`config.mk`:
```
export PLATFORM = sky130hd
export DESIGN_NAME = uart_tx_sb_ctrl
export DESIGN_NICKNAME = d
export VERILOG_FILES = /design/src/rtl/uart_tx_sb_ctrl.sv
export SDC_FILE = /design/constraint.sdc
export NUM_CORES = 1
export LEC_CHECK = 0
export CAP_MARGIN = 20
export CORE_MARGIN = 2
export CORE_UTILIZATION = 50
export CTS_CLUSTER_DIAMETER = 200
export CTS_CLUSTER_SIZE = 12
export DETAILED_ROUTE_END_ITERATION = 16
export PLACE_DENSITY = 0.81
export SYNTH_ARGS = -nofsm -noshare
export SYNTH_HDL_FRONTEND = slang
export SYNTH_SLANG_ARGS = --single-unit
export TNS_END_PERCENT = 100
```
`constraint.sdc`:
```
create_clock -name clk_i -period 4 [get_ports clk_i]
set_input_delay 1 -clock clk_i [delete_from_list [all_inputs] [get_ports clk_i]]
set_output_delay 1 -clock clk_i [all_outputs]
set_load 0.01 [all_outputs]
```
`src/rtl/uart_tx_sb_ctrl.sv`:
```
// uart_tx_sb_ctrl: bus-mapped UART transmitter, 8 data bits LSB-first, 1 or 2 stop bits.
// Define UART_TX_PARITY_EN to add the PARITY_EN register and an even parity bit.
module uart_tx_sb_ctrl #(
    parameter int DIV_W     = 16,
    parameter int DIV_RESET = 87
) (
    input  logic        clk_i,
    input  logic        resetn_i,
    input  logic        req_i,
    input  logic [31:0] addr_i,
    input  logic        write_enable_i,
    input  logic [31:0] write_data_i,
    output logic [31:0] read_data_o,
    output logic        tx_o,
    output logic        busy_o
);

    localparam logic [23:0] A_DATA = 24'h00;
    localparam logic [23:0] A_BUSY = 24'h08;
    localparam logic [23:0] A_DIV  = 24'h0C;
    localparam logic [23:0] A_PAR  = 24'h10;
    localparam logic [23:0] A_STOP = 24'h14;
    localparam logic [23:0] A_RST  = 24'h24;

    localparam logic [DIV_W-1:0] DIV_INIT = DIV_W'(DIV_RESET);
    localparam logic [DIV_W-1:0] DIV_ONE  = DIV_W'(1);

    typedef enum logic [2:0] {
        S_IDLE   = 3'd0,
        S_START  = 3'd1,
        S_DATA   = 3'd2,
`ifdef UART_TX_PARITY_EN
        S_PARITY = 3'd3,
`endif
        S_STOP   = 3'd4
    } state_t;

    state_t           r_state;
    logic [DIV_W-1:0] r_div;
    logic [DIV_W-1:0] r_cnt;
    logic [2:0]       r_idx;
    logic [7:0]       r_shift;
    logic             r_stop2;
    logic             r_stop_idx;
    logic             r_tx;
    logic             r_busy;
    logic [31:0]      r_rdata;
`ifdef UART_TX_PARITY_EN
    logic             r_par_en;
    logic             r_parity;
`endif

    logic [23:0] w_off;
    logic        w_wr;
    logic        w_rd;
    logic        w_wr_data;
    logic        w_soft;
    logic        w_cfg_ok;
    logic        w_tick;
    logic        w_last_stop;
    logic        w_par_en;
    logic [31:0] w_rdata;
    logic        w_unused;

    assign w_off       = addr_i[23:0];
    assign w_wr        = req_i & write_enable_i;
    assign w_rd        = req_i & ~write_enable_i;
    assign w_wr_data   = w_wr && (w_off == A_DATA);
    assign w_soft      = w_wr && (w_off == A_RST) && (write_data_i == 32'd1);
    assign w_cfg_ok    = w_wr & ~r_busy;
    assign w_tick      = (r_cnt == (r_div - DIV_ONE));
    assign w_last_stop = (r_stop_idx == r_stop2);
    assign w_unused    = ^addr_i[31:24];

`ifdef UART_TX_PARITY_EN
    assign w_par_en = r_par_en;
`else
    assign w_par_en = 1'b0;
`endif

    always_comb begin
        w_rdata = 32'd0;
        unique case (w_off)
            A_BUSY:  w_rdata = {31'd0, r_busy};
            A_DIV:   w_rdata = {{(32-DIV_W){1'b0}}, r_div};
            A_PAR:   w_rdata = {31'd0, w_par_en};
            A_STOP:  w_rdata = {30'd0, r_stop2 ? 2'd2 : 2'd1};
            default: w_rdata = 32'd0;
        endcase
    end

    // Soft reset mirrors the asynchronous reset branch exactly.
    always_ff @(posedge clk_i or negedge resetn_i) begin
        if (!resetn_i) begin
            r_state    <= S_IDLE;
            r_div      <= DIV_INIT;
            r_cnt      <= '0;
            r_idx      <= 3'd0;
            r_shift    <= 8'd0;
            r_stop2    <= 1'b0;
            r_stop_idx <= 1'b0;
            r_tx       <= 1'b1;
            r_busy     <= 1'b0;
            r_rdata    <= 32'd0;
`ifdef UART_TX_PARITY_EN
            r_par_en   <= 1'b0;
            r_parity   <= 1'b0;
`endif
        end else if (w_soft) begin
            r_state    <= S_IDLE;
            r_div      <= DIV_INIT;
            r_cnt      <= '0;
            r_idx      <= 3'd0;
            r_shift    <= 8'd0;
            r_stop2    <= 1'b0;
            r_stop_idx <= 1'b0;
            r_tx       <= 1'b1;
            r_busy     <= 1'b0;
            r_rdata    <= 32'd0;
`ifdef UART_TX_PARITY_EN
            r_par_en   <= 1'b0;
            r_parity   <= 1'b0;
`endif
        end else begin
            if (w_rd) begin
                r_rdata <= w_rdata;
            end
            if (w_cfg_ok && (w_off == A_DIV)) begin
                if (write_data_i[DIV_W-1:0] == '0) begin
                    r_div <= DIV_ONE;
                end else begin
                    r_div <= write_data_i[DIV_W-1:0];
                end
            end
`ifdef UART_TX_PARITY_EN
            if (w_cfg_ok && (w_off == A_PAR)) begin
                r_par_en <= write_data_i[0];
            end
`endif
            if (w_cfg_ok && (w_off == A_STOP)) begin
                r_stop2 <= (write_data_i[1:0] == 2'd2);
            end
            if (r_state != S_IDLE) begin
                r_cnt <= w_tick ? '0 : r_cnt + DIV_ONE;
            end
            unique case (r_state)
                S_IDLE: begin
                    if (w_wr_data) begin
                        r_shift  <= write_data_i[7:0];
`ifdef UART_TX_PARITY_EN
                        r_parity <= ^write_data_i[7:0];
`endif
                        r_cnt    <= '0;
                        r_tx     <= 1'b0;
                        r_busy   <= 1'b1;
                        r_state  <= S_START;
                    end
                end
                S_START: begin
                    if (w_tick) begin
                        r_idx   <= 3'd0;
                        r_tx    <= r_shift[0];
                        r_state <= S_DATA;
                    end
                end
                S_DATA: begin
                    if (w_tick) begin
                        if (r_idx == 3'd7) begin
`ifdef UART_TX_PARITY_EN
                            if (r_par_en) begin
                                r_tx    <= r_parity;
                                r_state <= S_PARITY;
                            end else begin
                                r_tx       <= 1'b1;
                                r_stop_idx <= 1'b0;
                                r_state    <= S_STOP;
                            end
`else
                            r_tx       <= 1'b1;
                            r_stop_idx <= 1'b0;
                            r_state    <= S_STOP;
`endif
                        end else begin
                            r_idx   <= r_idx + 3'd1;
                            r_shift <= {1'b0, r_shift[7:1]};
                            r_tx    <= r_shift[1];
                        end
                    end
                end
`ifdef UART_TX_PARITY_EN
                S_PARITY: begin
                    if (w_tick) begin
                        r_tx       <= 1'b1;
                        r_stop_idx <= 1'b0;
                        r_state    <= S_STOP;
                    end
                end
`endif
                S_STOP: begin
                    if (w_tick) begin
                        if (w_last_stop) begin
                            r_busy  <= 1'b0;
                            r_state <= S_IDLE;
                        end else begin
                            r_stop_idx <= 1'b1;
                        end
                    end
                end
                default: begin
                    r_tx    <= 1'b1;
                    r_busy  <= 1'b0;
                    r_state <= S_IDLE;
                end
            endcase
        end
    end

    assign read_data_o = r_rdata;
    assign tx_o        = r_tx;
    assign busy_o      = r_busy;

endmodule
```
==> images/congestion.png <==
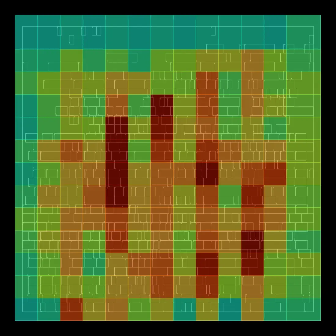
met2 Usage GRT: 41.5%
drt wl/cell: 16.5 um
fin util: 64.8%
met1 Resource Use GR: 32.7%
global-route usage over all layers: 24.8%

==> images/detail.png <==
Scale bar: 10 um. Window x 11 to 36, y 11 to 36 um. Cells in gray, sequential cells in the stronger gray; small squares are vias.
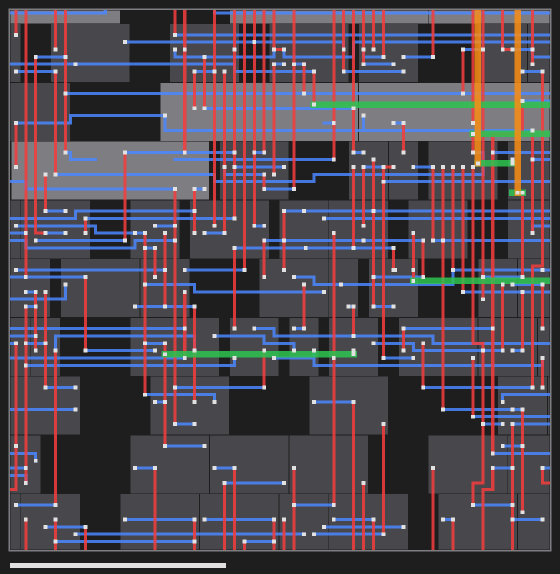
[red] metal 2
[blue] metal 1
[green] metal 3
[orange] metal 4
netlist names of flops here include: r_shift (2), r_stop2 (1)
most frequent: clkdlybuf4s50_1 (13), nor4_1 (5), mux2i_1 (4)
sequential cells in the window: 3
cells with their middle in the window: 52

==> images/flops_by_reg.png <==
Scale bar: 20 um. Other sequential cells in the stronger gray, the rest of the logic in the fainter gray.
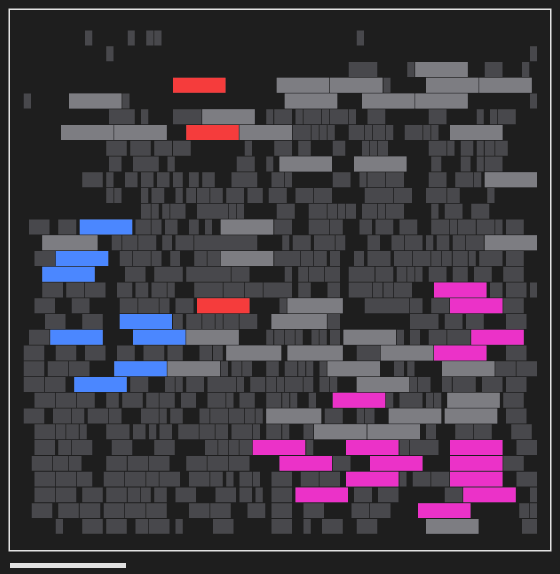
[red] r_state | sequential cells: 3
[blue] r_shift | sequential cells: 8 | where: left middle
[magenta] read_data_o | sequential cells: 16 | where: bottom right

==> README.md <==
| Step | Item | Value |
|---|---|---|
| synth | Post-synthesis cell type count | 63 |
| die | Y dimension of the die | 93.2 um |
| synth | Most common reg cell | dfrtp_1 |
| synth | Post-synthesis chip area from yosys | 3980 um2 |
| die | Std-Cell Core Area | 7730 um2 |
| synth | Cell type contributing the most total cell area after synthesis | dfrtp_1 |
| place | Worst setup slack after placement | 379 ps |
| place | Global placer's final weighted congestion | 0.848 |
| hold path | Min-Delay Endpoint | r_shift[2]$_DFFE_PN0P_ |
| synth | Proportion of synthesized flip-flops having asynchronous set or reset | 100% |
| synth | Sequential-to-total area share from yosys stat | 41.7% |
| grt | Antenna violations before repair | 0 |
| flow run | Number of maximum-capacitance violations | 0 |
| clocking | Post-CTS Setup Repair Bufs | 0 |
| synth | Cell Area, Synth | 3980 um2 |
| layout | Net total in the final layout | 573 |
| layout | Area grow syn2layout | 25.8% |
| clocking | CTS buffer count | 9 |
| grt | Largest net degree at the start of global routing | 67 |
| critical path | Worst Setup EP | r_idx[1]$_DFFE_PN0P_ |
| critical path | Worst endpoint required time | 4230 ps |
| place | Port buffer count | 77 |
| layout | Area of all placed cells without fillers | 5010 um2 |
| timing | Final worst path period need | 3490 ps |
| power | Clock Power Share | 42.5% |
| power | Areal power density over the cells | 274 nW/um2 |
| critical path | Crit-path max FO | 8 |
| power | Worst vdd ir | 0.184 mV |
| clocking | # H-tree levels | 3 |
| clocking | Worst-skew pair later-pin latency | 360 ps |
| routing | Number of vias after detailed routing | 3570 |
| run status | Run status | finished clean |
| grt | First-pass GRT wire length | 17.0 mm |
| timing | Count of endpoints failing hold in the final timing report | 0 |
| timing | Worst max-slew margin expressed relative to the limit | 44.8% |
| die | Chip footprint | 8690 um2 |
| critical path | Worst Path Arrival | 3720 ps |
| die | Horiz. Die Dim | 93.2 um |
| flow run | Tally of OpenROAD warnings | 34 |
| place | Dpl cell area | 4800 um2 |
| timing | Fin Clk Skew | 9.62 ps |
| clocking | Clock net sink count | 66 |
| timing | Slew at the pin closest to its max-slew limit | 821 ps |
| routing | Router iterations before antenna repair | 5 |
cells by family after synthesis:
kind of cell | share of synthesized area [%]
mux | 4.15
other cells | 0.0942
compound gates | 13.8
buf+inv | 5.34
simple gates | 25.5
fa+ha+maj | 1.26
flops | 41.7
xor+xnor | 8.14
layout make-up:
cell class	instances	area (um2)
Clock buffer	9	124
Clock inverter	7	77.6
Fill cell	644	2720
Inverter	4	15.0
Multi-Input combinational cell	333	2170
Sequential cell	66	1660
Tap cell	102	128
Timing Repair Buffer	87	841
routing by layer:
metal	track usage (%)	vias up	wire, um
met4	8.58	0	173
met1	32.7	1721	4280
met3	3.87	18	675
met5	0	-	0
li1	-	1679	-
met2	41.5	152	4930
flip-flops by register name, indices dropped and copies added (netlist names):
register / count
r_idx: 3
r_state: 3
read_data_o: 16
r_stop_idx: 1
r_shift: 8
tx_o: 1
r_cnt: 16
r_stop2: 1
busy_o: 1
r_div: 16
per-stage QoR:
stage	util (%)	power, W	hold slack (ps)
2_1_floorplan	-	0.000724	455
3_3_place_gp	62.1	0.000799	471
3_5_place_dp	62.1	0.000801	473
4_1_cts	64.7	0.00138	496
5_1_grt	64.8	0.00142	514
6_report	64.8	0.00137	500
power by group through the flow:
stage                     combinational (W)  clock, W  sequential (W)
final                              0.000117  0.000584        0.000673
after global placement             0.000114         0        0.000685
after floorplan                   0.0000388         0        0.000686
after CTS                          0.000117  0.000591        0.000673
after global routing               0.000127  0.000618        0.000673
after detailed placement           0.000116         0        0.000686
Yosys cell counts (3+ instances only):
master     instances
mux2i_1           12
nand2b_1           3
a22o_1            14
ha_1               4
buf_4             16
nand4b_1           3
o21ai_0           17
nand2_1           41
nand3_1           11
nand4_1           10
dfstp_2            6
nor4_1            18
nor2b_1            7
nor3_1            12
a21oi_1            9
nor3b_1            3
o2bb2ai_1          7
mux2_2             4
and4_1             4
and3_1             6
xor2_1            14
nor2_1            42
clkbuf_1          15
inv_1              4
or4_1              5
or3_1              6
dfrtp_1           60
xnor2_1           23
cells in the final DEF (no fill, tap or decap), types with 3 or more instances in the layout:
master,Yosys,routed
dfrtp_1,60,60
a22o_1,14,14
conb_1,1,16
and4_1,4,4
nand2b_1,3,3
and3_1,6,6
clkdlybuf4s50_1,0,76
nand4b_1,3,3
inv_1,4,4
or3_1,6,6
clkbuf_8,0,9
mux2_2,4,4
xnor2_1,23,23
or4_1,5,5
nand2_1,41,41
nand4_1,10,10
nor3_1,12,12
nand3_1,11,11
mux2i_1,12,12
ha_1,4,4
o21ai_0,17,17
o2bb2ai_1,7,7
nor2b_1,7,7
buf_4,16,10
nor3b_1,3,3
xor2_1,14,14
a21oi_1,9,9
dfstp_2,6,6
nor2_1,42,42
nor4_1,18,18
worst max-delay path, cell delays in order (launching register included):
cell and delay, ps:
dfrtp_1 480, nor4_2 560, nand2_1 220, nor4_1 360, xnor2_1 130, nor4_1 720, nand2_1 230, or3_1 490
mux2i_1 150
Power figures rest on the tool's default switching activity, not on a simulated workload.
